[src/rtl/fetch_queue.sv]
// fetch_queue: instruction prefetch buffer between the ROM port and IF/ID.
//
// Keeps up to DEPTH fetched instructions, each tagged with its address and
// a misalignment flag, and presents them to decode through a valid/ready
// handshake so that a decode stall does not stall the ROM.
//
// Ports
//   clk_i        clock, all state updates on the rising edge
//   rst_i        synchronous active-high reset
//   rom_ce_o     ROM read request this cycle
//   rom_addr_o   ROM read address (the current fetch pc)
//   rom_data_i   ROM read data, valid the cycle after the request
//   flush_i      redirect (jump or interrupt flush)
//   new_pc_i     redirect target, sampled while flush_i=1
//   valid_o      head entry valid
//   inst_o       head instruction
//   inst_addr_o  head instruction address
//   misalign_o   head address has [1:0] != 0
//   ready_i      decode accepts the head this cycle
//   count_o      number of valid entries
//
// Handshake: the head transfers to decode in every cycle where
// valid_o & ready_i are both 1. While valid_o=1 and ready_i=0 the head
// outputs hold stable. ready_i has no effect while valid_o=0. All head
// outputs read 0 whenever valid_o=0.
module fetch_queue #(
  parameter int                    ADDR_WIDTH = 32,
  parameter int                    DATA_WIDTH = 32,
  parameter int                    DEPTH      = 4,
  parameter logic [ADDR_WIDTH-1:0] RESET_PC   = '0,
  parameter int                    CNT_W      = $clog2(DEPTH + 1)
) (
  input  logic                  clk_i,
  input  logic                  rst_i,
  output logic                  rom_ce_o,
  output logic [ADDR_WIDTH-1:0] rom_addr_o,
  input  logic [DATA_WIDTH-1:0] rom_data_i,
  input  logic                  flush_i,
  input  logic [ADDR_WIDTH-1:0] new_pc_i,
  output logic                  valid_o,
  output logic [DATA_WIDTH-1:0] inst_o,
  output logic [ADDR_WIDTH-1:0] inst_addr_o,
  output logic                  misalign_o,
  input  logic                  ready_i,
  output logic [CNT_W-1:0]      count_o
);

  localparam int PTR_W = (DEPTH > 1) ? $clog2(DEPTH) : 1;
  localparam int OCC_W = CNT_W + 1;

  // Entry storage (no reset needed: reads are gated by valid_o)
  logic [DATA_WIDTH-1:0] mem_data_q [DEPTH];
  logic [ADDR_WIDTH-1:0] mem_addr_q [DEPTH];
  logic                  mem_mis_q  [DEPTH];

  logic [ADDR_WIDTH-1:0] fetch_pc_q, fetch_pc_d;
  logic [ADDR_WIDTH-1:0] tag_addr_q, tag_addr_d;
  logic                  tag_mis_q, tag_mis_d;
  logic                  halt_q, halt_d;
  logic                  inflight_q, inflight_d;
  logic [PTR_W-1:0]      wr_ptr_q, wr_ptr_d;
  logic [PTR_W-1:0]      rd_ptr_q, rd_ptr_d;
  logic [CNT_W-1:0]      count_q, count_d;

  logic                  pop;
  logic                  push;
  logic                  issue;
  logic [OCC_W-1:0]      occ_after;

  assign valid_o = !rst_i && (count_q != '0);
  assign pop     = valid_o && ready_i;
  // A response is written only if no redirect or reset kills it this cycle.
  assign push    = !rst_i && !flush_i && inflight_q;

  // Projected occupancy counting the outstanding response: issuing only
  // when it stays below DEPTH guarantees the FIFO can never overflow,
  // even with push and pop together on a full queue.
  assign occ_after = OCC_W'(count_q) + OCC_W'(inflight_q) - OCC_W'(pop);
  assign issue     = !rst_i && !flush_i && !halt_q && (occ_after < OCC_W'(DEPTH));

  assign rom_ce_o    = issue;
  assign rom_addr_o  = fetch_pc_q;
  assign count_o     = rst_i ? '0 : count_q;
  assign inst_o      = valid_o ? mem_data_q[rd_ptr_q] : '0;
  assign inst_addr_o = valid_o ? mem_addr_q[rd_ptr_q] : '0;
  assign misalign_o  = valid_o ? mem_mis_q[rd_ptr_q]  : 1'b0;

  always_comb begin
    fetch_pc_d = fetch_pc_q;
    tag_addr_d = tag_addr_q;
    tag_mis_d  = tag_mis_q;
    halt_d     = halt_q;
    inflight_d = inflight_q;
    wr_ptr_d   = wr_ptr_q;
    rd_ptr_d   = rd_ptr_q;
    count_d    = count_q;

    if (flush_i) begin
      // Redirect drops every entry and the pending response; fetching
      // resumes at the target in the next cycle.
      fetch_pc_d = new_pc_i;
      halt_d     = 1'b0;
      inflight_d = 1'b0;
      wr_ptr_d   = '0;
      rd_ptr_d   = '0;
      count_d    = '0;
    end else begin
      if (push) wr_ptr_d = wr_ptr_q + PTR_W'(1);
      if (pop)  rd_ptr_d = rd_ptr_q + PTR_W'(1);
      count_d = count_q + CNT_W'(push) - CNT_W'(pop);

      inflight_d = issue;
      if (issue) begin
        tag_addr_d = fetch_pc_q;
        tag_mis_d  = (fetch_pc_q[1:0] != 2'b00);
        fetch_pc_d = fetch_pc_q + ADDR_WIDTH'(4);
        // A misaligned fetch is the last one until the next redirect.
        if (fetch_pc_q[1:0] != 2'b00) halt_d = 1'b1;
      end
    end
  end

  always_ff @(posedge clk_i) begin
    if (rst_i) begin
      fetch_pc_q <= RESET_PC;
      tag_addr_q <= '0;
      tag_mis_q  <= 1'b0;
      halt_q     <= 1'b0;
      inflight_q <= 1'b0;
      wr_ptr_q   <= '0;
      rd_ptr_q   <= '0;
      count_q    <= '0;
    end else begin
      fetch_pc_q <= fetch_pc_d;
      tag_addr_q <= tag_addr_d;
      tag_mis_q  <= tag_mis_d;
      halt_q     <= halt_d;
      inflight_q <= inflight_d;
      wr_ptr_q   <= wr_ptr_d;
      rd_ptr_q   <= rd_ptr_d;
      count_q    <= count_d;
    end
  end

  always_ff @(posedge clk_i) begin
    if (push) begin
      mem_data_q[wr_ptr_q] <= rom_data_i;
      mem_addr_q[wr_ptr_q] <= tag_addr_q;
      mem_mis_q[wr_ptr_q]  <= tag_mis_q;
    end
  end

endmodule

[config.mk]
export PLATFORM = sky130hd
export DESIGN_NAME = fetch_queue
export DESIGN_NICKNAME = d
export VERILOG_FILES = /design/src/rtl/fetch_queue.sv
export SDC_FILE = /design/constraint.sdc
export NUM_CORES = 1
export LEC_CHECK = 0
export CELL_PAD_IN_SITES_DETAIL_PLACEMENT = 1
export CELL_PAD_IN_SITES_GLOBAL_PLACEMENT = 1
export CORE_UTILIZATION = 46
export CTS_CLUSTER_SIZE = 24
export DETAILED_ROUTE_END_ITERATION = 12
export HOLD_SLACK_MARGIN = 0.02
export PLACE_DENSITY_LB_ADDON = 0.05
export SETUP_SLACK_MARGIN = 0.5
export SLEW_MARGIN = 15
export SYNTH_ARGS = -nofsm -noshare
export SYNTH_HDL_FRONTEND = slang
export SYNTH_SLANG_ARGS = --single-unit
[constraint.sdc]
create_clock -name clk_i -period 4.5 [get_ports clk_i]
set_clock_uncertainty 0.15 [all_clocks]
set_input_delay 0.675 -clock clk_i [delete_from_list [all_inputs] [get_ports clk_i]]
set_output_delay 0.675 -clock clk_i [all_outputs]
set_load 0.05 [all_outputs]
==> run_1/placement_by_type.png <==
Drawn at 2 px/um. Fill, decap, tap and diode cells in grey.
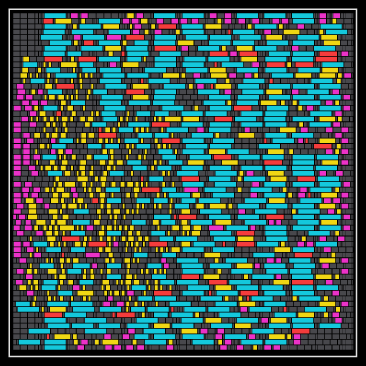
| colour | class | cells | share of their area |
|---|---|---|---|
| yellow | combinational and other logic | 488 | 24% |
| cyan | flops | 336 | 57% |
| magenta | other buffers and delay cells | 195 | 12% |
| red | clock drivers and dummy loads | 64 | 7.0% |
Util after Layout: 0.587
row count: 62
fraction of area in registers: 0.554
core area: 0.0287 mm2
post-layout instance area: 0.0169 mm2

==> run_1/layer_met2.png <==
Drawn at 3 px/um.
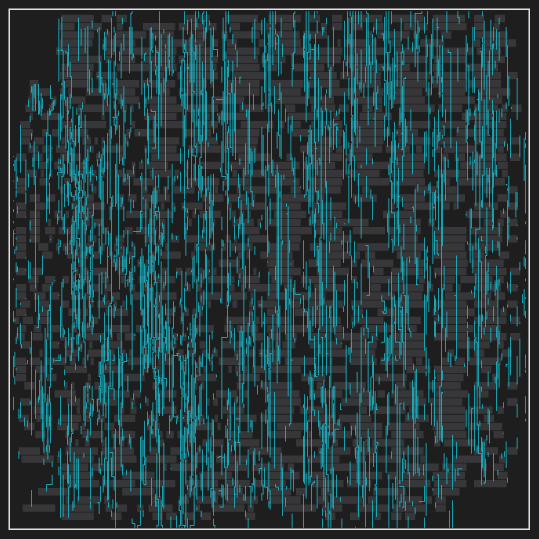
wire length on this layer: 15200 um
longest straight run: 79.6 um
share of all routed wire: 48%
main direction: vertical
Post-Route WL: 31700 um
Vias: 8065

==> impl_metrics.ini, run 1 <==
; yosys + openroad results
[clocking]
clock_latency_ps = 500
hold_buffers = 0
clockBufferDepth = 3
clk_pin_slew_ps = 60
htreeDepth = 2
cts_tree = yes
cts_resized = 5

[critical_path]
path_depth = 12
critPathArrivalTime_ps = 3050
path_cells = inv_2, nor2_4, or3_4, nand2_2, or2_2, ha_1, o211ai_1, o31ai_2, or4_4, a21o_4, inv_4, buf_6
worstPathRequired_ps = 3670
path_max_fanout = 4
critPathLaunchType = register
crit_family = simple AND/OR/NAND/NOR gates
critPathMaxStageDelay_ps = 530
worst-path-buf-inv = 3
worstSetupStartpoint = count_q[1]
worst_path_max_delay_cell = or4_4
crit_type = register to output port

[synth]
synthArstFlopShare = 0
ys_area_mm2 = 0.0134
synth.cellmix.compoundShare = 0.0535
simple_gate_share = 0.103
synth_top_flop_cell = edfxtp_1
synth_cell_types = 56
syn_nets = 953
ys_cells = 876
synthAdderAreaFrac = 0.00895
largest_area_cell = edfxtp_1
area_leaders = edfxtp_1 (58%), dfxtp_1 (11%), mux4_2 (11%)
xor_area_frac = 0.00652

[min_path]
min_path_cells = 2
hp-start = tag_addr_q[4]
min_path_type = register to register

[route]
top_layer = met4
drc = 0
wl_met1_um = 14400
wl_met2_um = 15200
route.met3.wl_um = 1710
wire_per_inst_um = 21.6

[placement]
port_buffers = 169

[die]
dieArea_mm2 = 0.0299
die_w_um = 173
fp_util = 0.468
dieHeight_um = 173

[run_status]
outcome = completed

[layout]
mostFrequentLayoutCell = edfxtp_1
layout.filler_cells = 2732
areaGrowthSynthToFinish_pct = 25.5
drive_above_1_share = 0.153
top_regs = mem_addr_q: 128 flops, mem_data_q: 128 flops

[run]
maxCapViolCount = 0

[power]
p_per_area_mw_per_mm2 = 396
vdd_ir_drop_max_mv = 0.209
p_leak_nw = 5.52

[timing]
finalHoldViolCount = 0
maxSlewHeadroom = 0.523
finalCritPeriodShare = 0.862

[global_route]
grt_usage = 0.217
gr-total-overflow = 0
grt-busiest-layer = met2
==> run_1/clocks.png <==
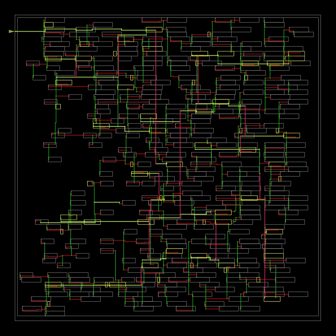
flop count: 336
clock sinks: 336

run 1: power breakdown:
| group | leakage (nW) | switching, mW | internal (mW) |
|---|---|---|---|
| combinational | 1.86 | 0.217 | 0.146 |
| clock | 0.553 | 1.15 | 1.72 |
| sequential | 3.10 | 0.0658 | 3.37 |
run 1: area by class of cell:
type	instances	area (um2)	area share
Timing Repair Buffer	195	1930	0.115
Multi-Input combinational cell	469	3880	0.231
Clock inverter	13	141	0.00839
Inverter	19	73.8	0.00438
Tap cell	384	480	0.0285
Clock buffer	51	998	0.0592
Sequential cell	336	9340	0.554
run 1: metrics by stage:
stage | hold WS (ps) | power [mW] | worst slack [ps] | instances
after floorplan | 310 | 3.69 | 502 | 876
after global placement | 333 | 3.86 | 403 | 1401
after detailed placement | 344 | 3.87 | 322 | 1401
after CTS | 351 | 6.73 | 503 | 1466
after global routing | 363 | 6.87 | 494 | 1467
final | 347 | 6.67 | 622 | 1467
run 1: synth_stat cells (all sizes together), types with 2 or more instances:
library cell / count
a2111oi: 6
a211oi: 8
a21o: 2
a21oi: 43
a22o: 3
a311oi: 7
a31oi: 7
and2: 68
and3: 7
and4: 2
buf: 12
clkbuf: 40
dfxtp: 76
edfxtp: 260
ha: 8
inv: 18
mux2i: 5
mux4: 65
nand2: 94
nand2b: 2
nand3: 13
nand4: 12
nor2: 38
nor2b: 5
nor3: 6
nor4: 4
nor4bb: 2
o211ai: 2
o21ai: 11
o311ai: 4
o31ai: 6
o41ai: 3
or2: 3
or3: 7
or4: 5
xnor2: 7
xor2: 3
run 1: worst max path at each step:
stage and to:
2_1_floorplan rom_ce_o, 3_3_place_gp rom_ce_o, 3_5_place_dp rom_addr_o[12], 4_1_cts rom_ce_o, 5_1_grt rom_ce_o, 6_report rom_ce_o
==> run_1/clk_routes.png <==
Drawn at 3 px/um.
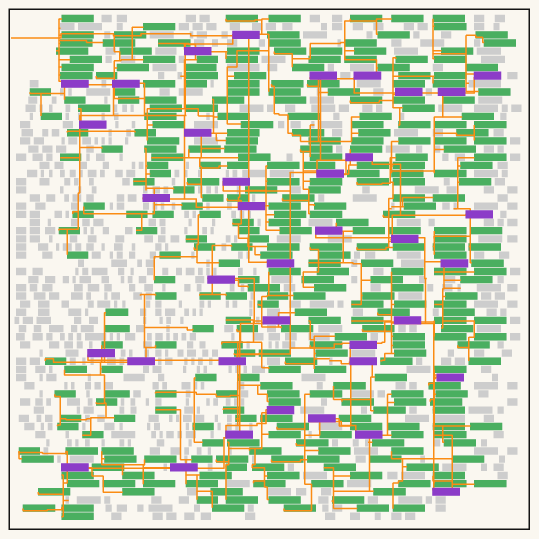

==> run 2: changes to the inputs <==
--- a/config.mk
+++ b/config.mk
@@ -8,7 +8,7 @@
 export CELL_PAD_IN_SITES_DETAIL_PLACEMENT = 1
 export CELL_PAD_IN_SITES_GLOBAL_PLACEMENT = 1
 export CORE_UTILIZATION = 46
-export CTS_CLUSTER_SIZE = 24
+export CTS_CLUSTER_SIZE = 12
 export DETAILED_ROUTE_END_ITERATION = 12
 export HOLD_SLACK_MARGIN = 0.02
 export PLACE_DENSITY_LB_ADDON = 0.05
==> run_2/clk_routes.png <==
Drawn at 3 px/um.
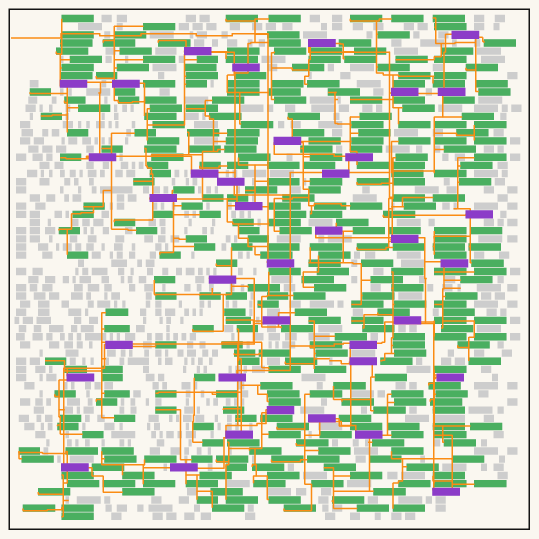
[purple] clock drivers | count: 37
[orange] clock wires | length: 3910 um
[green] flip-flops | count: 336
flops lie: all over the die
Clk power: 2.78 mW
worst skew pair latency: 500 ps
Clk pwr share: 0.422

==> impl_metrics.ini, run 2 <==
; yosys + openroad results
[layout]
drive_above_1_share = 0.151
antenna-diode-count = 0
areaGrowthSynthToFinish_pct = 25.2
top_regs = mem_addr_q: 128 flops, mem_data_q: 128 flops
layout.filler_cells = 2741
stdcell_count = 1466
mostFrequentLayoutCell = edfxtp_1

[synth]
edf_count = 260
synthArstFlopShare = 0
top_cell = edfxtp_1
area_leaders = edfxtp_1 (58%), dfxtp_1 (11%), mux4_2 (11%)
syn_inst = 876
ys_area_mm2 = 0.0134
syn_avg_cell_area_um2 = 15.3
syn_nets = 953
ys.flops = 336
common_cells = edfxtp_1 (260), nand2_1 (94), dfxtp_1 (76)
ys_warn_count = 0
netlist_area_mm2 = 0.0134
largest_area_cell = edfxtp_1
synth_top_flop_cell = edfxtp_1
synth_cell_types = 56
ys_cells = 876

[critical_path]
worstPathRequired_ps = 3670
critPathArrivalTime_ps = 3040
worst-path-buf-inv = 3
worst_path_max_delay_cell = or4_4
crit_family = simple AND/OR/NAND/NOR gates
critPathMaxStageDelay_ps = 530
path_cells = inv_2, nor2_4, or3_4, nand2_2, or2_2, ha_1, o211ai_1, o31ai_2, or4_4, a21o_4, inv_4, buf_6
path_max_fanout = 4
critPathLaunchType = register
crit_type = register to output port

[power]
finalPower_mw = 6.58
comb_power_share = 0.055
p_leak_nw = 5.50
vdd_ir_drop_max_mv = 0.230
p_int_mw = 5.16
p_per_area_mw_per_mm2 = 392
pwr-share-seq = 0.522
swShare = 0.216
power_switching_mw = 1.42

[clocking]
cts_buffers = 37
cts.sinks = 336
root_buffer = clkbuf_16
htreeDepth = 2
hold_buffers = 0
cts_tree = yes
clk_pin_slew_ps = 60
clockBufferDepth = 3

[die]
dieArea_mm2 = 0.0299
die_w_um = 173
dieHeight_um = 173
num_rows = 62
fp_util = 0.468
core_area_mm2 = 0.0287

[route]
vias_per_cell = 5.50
vias = 8061
drc = 0
drt_iter0_drc = 445
first_pass_iters = 5
wl_um = 31700
wire_per_inst_um = 21.6
antenna_left = 0

[placement]
dp.cells = 1401
preCtsSetupSlack_ps = 322
port_buffers = 169
hpwl_um = 20200
place_area_mm2 = 0.0157

[run_status]
outcome = completed

[timing]
rsz0062_at_grt = yes
max_freq_mhz = 258
drv_slew = 0
period_needed_ps = 3870
finalCritPeriodShare = 0.860
tightestPinTransition_ps = 701
timing.hold.ws_ps = 341
setup_viol_count_final = 0
maxSlewHeadroom = 0.533
finalHoldViolCount = 0
timing.final.ws_setup_ps = 631

[global_route]
grt_max_degree = 68
grt_pass1_vias = 8652
grt_usage = 0.217
gr-total-overflow = 0

[run]
maxCapViolCount = 0

[min_path]
min_path_type = register to register
==> run_2/placement_by_type.png <==
Drawn at 2 px/um. Fill, decap, tap and diode cells in grey.
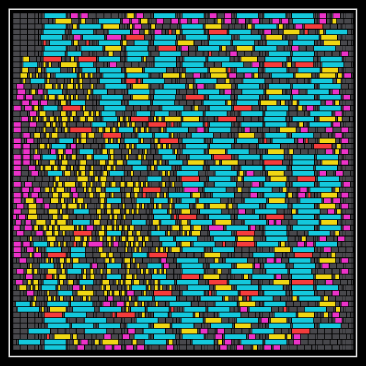
fraction of area in registers: 0.556
post-layout instance area: 0.0168 mm2
Util after Layout: 0.586

[run 2: cell counts after synthesis]
No cell type changed its count.
[run 2: logic make-up after synthesis]
family,count (synthesis),synth area share
compound gates,109,0.0535
xor+xnor,10,0.00652
fa+ha+maj,9,0.00895
buf+inv,71,0.0207
flops,336,0.695
mux,70,0.113
simple gates,271,0.103
[run 2: worst paths after layout]
kind	end	depth (start not counted)	slack [ps]	start
worst max register to register	rom_addr_o[12]	14	860	count_q[1]
worst min-delay path	mem_addr_q[0][4]	0	340	tag_addr_q[4]
worst max-delay path	rom_ce_o	12	630	count_q[1]
worst min register to register	mem_addr_q[0][4]	0	340	tag_addr_q[4]
[run 2: layer usage]
metal	GRT usage	up-vias	part of all wire
li1	-	3721	-
met1	0.305	4081	0.46
met2	0.355	217	0.48
met3	0.0380	42	0.043
met4	0.0516	0	0.017
met5	0	-	0
[run 2: repair_timing]
action                                 in CTS  in global routing
endpoints found under the hold margin       0                  0
setup endpoints to repair                   1                  5
gates resized                               5                  6
buffers inserted                            1                  1
pin swaps                                   1                  1
[run 2: cell type report]
class                      instances  area, um2  area share
sequential                       336       9340       0.556
multi-input combinational        469       3880       0.231
timing repair buffer             195       1930       0.115
clock buffer                      50        985      0.0586
tap                              384        480      0.0286
clock inverter                    13        111     0.00662
inverter                          19       73.8     0.00439
[run 2: power groups by stage]
stage	combinational [mW]	clock, mW	sequential, mW
after detailed placement	0.361	0	3.50
after global placement	0.356	0	3.50
after floorplan	0.141	0	3.54
after CTS	0.366	2.84	3.44
after global routing	0.389	2.95	3.45
final	0.363	2.78	3.44
==> run_2/clocks.png <==
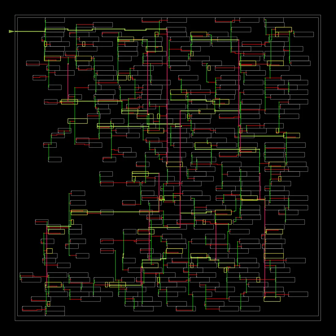

==> run 3: changes to the inputs <==
--- a/config.mk
+++ b/config.mk
@@ -7,7 +7,8 @@
 export LEC_CHECK = 0
 export CELL_PAD_IN_SITES_DETAIL_PLACEMENT = 1
 export CELL_PAD_IN_SITES_GLOBAL_PLACEMENT = 1
-export CORE_UTILIZATION = 46
+export CORE_ASPECT_RATIO = 0.9
+export CORE_UTILIZATION = 42
 export CTS_CLUSTER_SIZE = 12
 export DETAILED_ROUTE_END_ITERATION = 12
 export HOLD_SLACK_MARGIN = 0.02
==> constraint.sdc (replaced) <==
create_clock -name clk_i -period 3.2 [get_ports clk_i]
set_clock_uncertainty 0.15 [all_clocks]
set_input_delay 0.48 -clock clk_i [delete_from_list [all_inputs] [get_ports clk_i]]
set_output_delay 0.48 -clock clk_i [all_outputs]
set_load 0.05 [all_outputs]
==> run_3/clocks.png <==
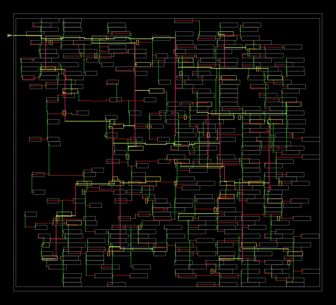
TritonCTS buffer count: 37
clock buffers: 45
worst skew pair latency: 520 ps
Clk power: 3.80 mW

==> impl_metrics.ini, run 3 <==
; yosys + openroad results
[placement]
place_area_mm2 = 0.0160
hpwl_um = 21400

[synth]
synth_cell_types = 56
netlist_area_mm2 = 0.0134
common_cells = edfxtp_1 (260), nand2_1 (94), dfxtp_1 (76)
area_leaders = edfxtp_1 (58%), dfxtp_1 (11%), mux4_2 (11%)
ys_cells = 876
syn_avg_cell_area_um2 = 15.3
ys_area_mm2 = 0.0134
edf_count = 260
largest_area_cell = edfxtp_1
synthArstFlopShare = 0
syn_inst = 876
ys.flops = 336
synth_top_flop_cell = edfxtp_1
syn_nets = 953
ys_warn_count = 0

[route]
antenna_left = 0
drt_iter0_drc = 495
wire_per_inst_um = 23.3
wl_um = 36900
wl_met1_um = 16600
top_layer = met4
wl_met2_um = 18100
route.met3.wl_um = 1400
drc = 0
vias = 8661

[power]
comb_power_share = 0.075
p_leak_nw = 6.55
vdd_ir_drop_max_mv = 0.291
power_switching_mw = 2.15
pg_comb_mw = 0.704
p_clk_frac = 0.407
finalPower_mw = 9.34
p_per_area_mw_per_mm2 = 498
p_int_mw = 7.18

[clocking]
cts.sinks = 336
clk_pin_slew_ps = 60
root_buffer = clkbuf_16
htreeDepth = 2
clockBufferDepth = 3

[global_route]
grt_max_degree = 68
grt_usage = 0.209
gr-usage-met1 = 0.292
grt_pass1_vias = 8758
gr-usage-met2 = 0.346

[timing]
maxSlewHeadroom = 0.639
setup_viol_count_final = 53
finalHoldViolCount = 0
tightestPinTransition_ps = 536
drv_slew = 0
max_freq_mhz = 281
timing.hold.ws_ps = 354
timing.final.ws_setup_ps = -355
period_needed_ps = 3550

[layout]
areaGrowthSynthToFinish_pct = 39.5
layout.filler_cells = 2881
final_area_mm2 = 0.0187
antenna-diode-count = 0
top_regs = mem_addr_q: 128 flops, mem_data_q: 128 flops
drive_above_1_share = 0.377
mostFrequentLayoutCell = edfxtp_1

[die]
core_area_mm2 = 0.0311
num_rows = 61
dieHeight_um = 172
die_w_um = 190
fp_util = 0.431

[critical_path]
path_cells = inv_2, nor2_4, or3_4, nand2_4, or2_4, ha_4, o211ai_1, o31ai_2, or4_4, a21o_4, inv_4, buf_8
crit_family = simple AND/OR/NAND/NOR gates
critPathArrivalTime_ps = 2920
critPathMaxStageDelay_ps = 500

[min_path]
min_path_type = register to register

[run]
maxCapViolCount = 0

[run_status]
violations = negative setup slack
outcome = finished, violations left
==> run_3/io_fan.png <==
Drawn at 2 px/um.
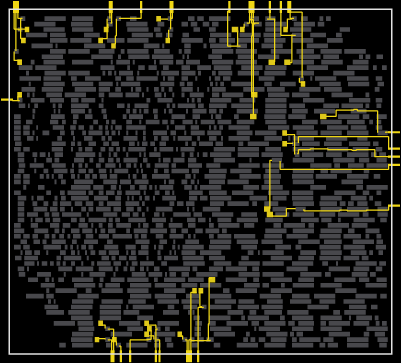
| colour | port | bits | direction | end cells | buffers | wire |
|---|---|---|---|---|---|---|
| yellow | inst_addr_o | 32 | output | 32 | 32 | 946 um |
buffers added on ports: 169
IO Count: 170

run 3: logic make-up after synthesis:
logic type                 Yosys count  share of synthesized area
buffers and inverters               71                     0.0207
and+or+nand+nor                    271                      0.103
DFF                                336                      0.695
xor gates and xnor gates            10                    0.00652
AOI/OAI and AO/OA                  109                     0.0535
muxes                               70                      0.113
adders and majority gates            9                    0.00895
run 3: worst paths after layout:
path                            depth (start not counted)  slack (ps)            from             end
worst max register to register                         14        -310      count_q[1]  rom_addr_o[25]
worst min-delay path                                    2         350  tag_addr_q[26]  tag_addr_q[26]
worst max-delay path                                   12        -350      count_q[1]        rom_ce_o
worst min register to register                          2         350  tag_addr_q[26]  tag_addr_q[26]
run 3: stage by stage:
| stage | instances | TNS (ps) |
|---|---|---|
| 3_5_place_dp | 1468 | -14230 |
| 4_1_cts | 1547 | -1300 |
| 5_1_grt | 1586 | -12910 |
| 6_report | 1586 | -7010 |
| 3_3_place_gp | 1468 | -12050 |
| 2_1_floorplan | 876 | -6020 |
run 3: layout make-up:
class | instances | area [um2] | area share
Clock buffer | 45 | 956 | 0.0510
Clock inverter | 17 | 86.3 | 0.00461
Inverter | 19 | 73.8 | 0.00394
Multi-Input combinational cell | 469 | 4520 | 0.241
Sequential cell | 336 | 9340 | 0.499
Tap cell | 409 | 512 | 0.0273
Timing Repair Buffer | 291 | 3240 | 0.173
run 3: what timing repair did:
item / CTS / global route
cloned: 2 / 12
pin swaps: 31 / 53
gates resized: 63 / 207
buffers inserted: 15 / 27
setup endpoints to repair: 130 / 133
run 3: worst reg2reg max path, stage by stage (launching register included):
cell and delay, ps:
dfxtp_2 330, inv_2 80, nor2_4 40, or3_4 400, nand2_4 70, or2_4 120
ha_4 190, o211ai_1 120, o31ai_2 110, or4_4 500, a21o_4 230, buf_4 140
buf_6 130, or4_4 510, a311oi_2 290
Power and IR drop assume default switching activity.
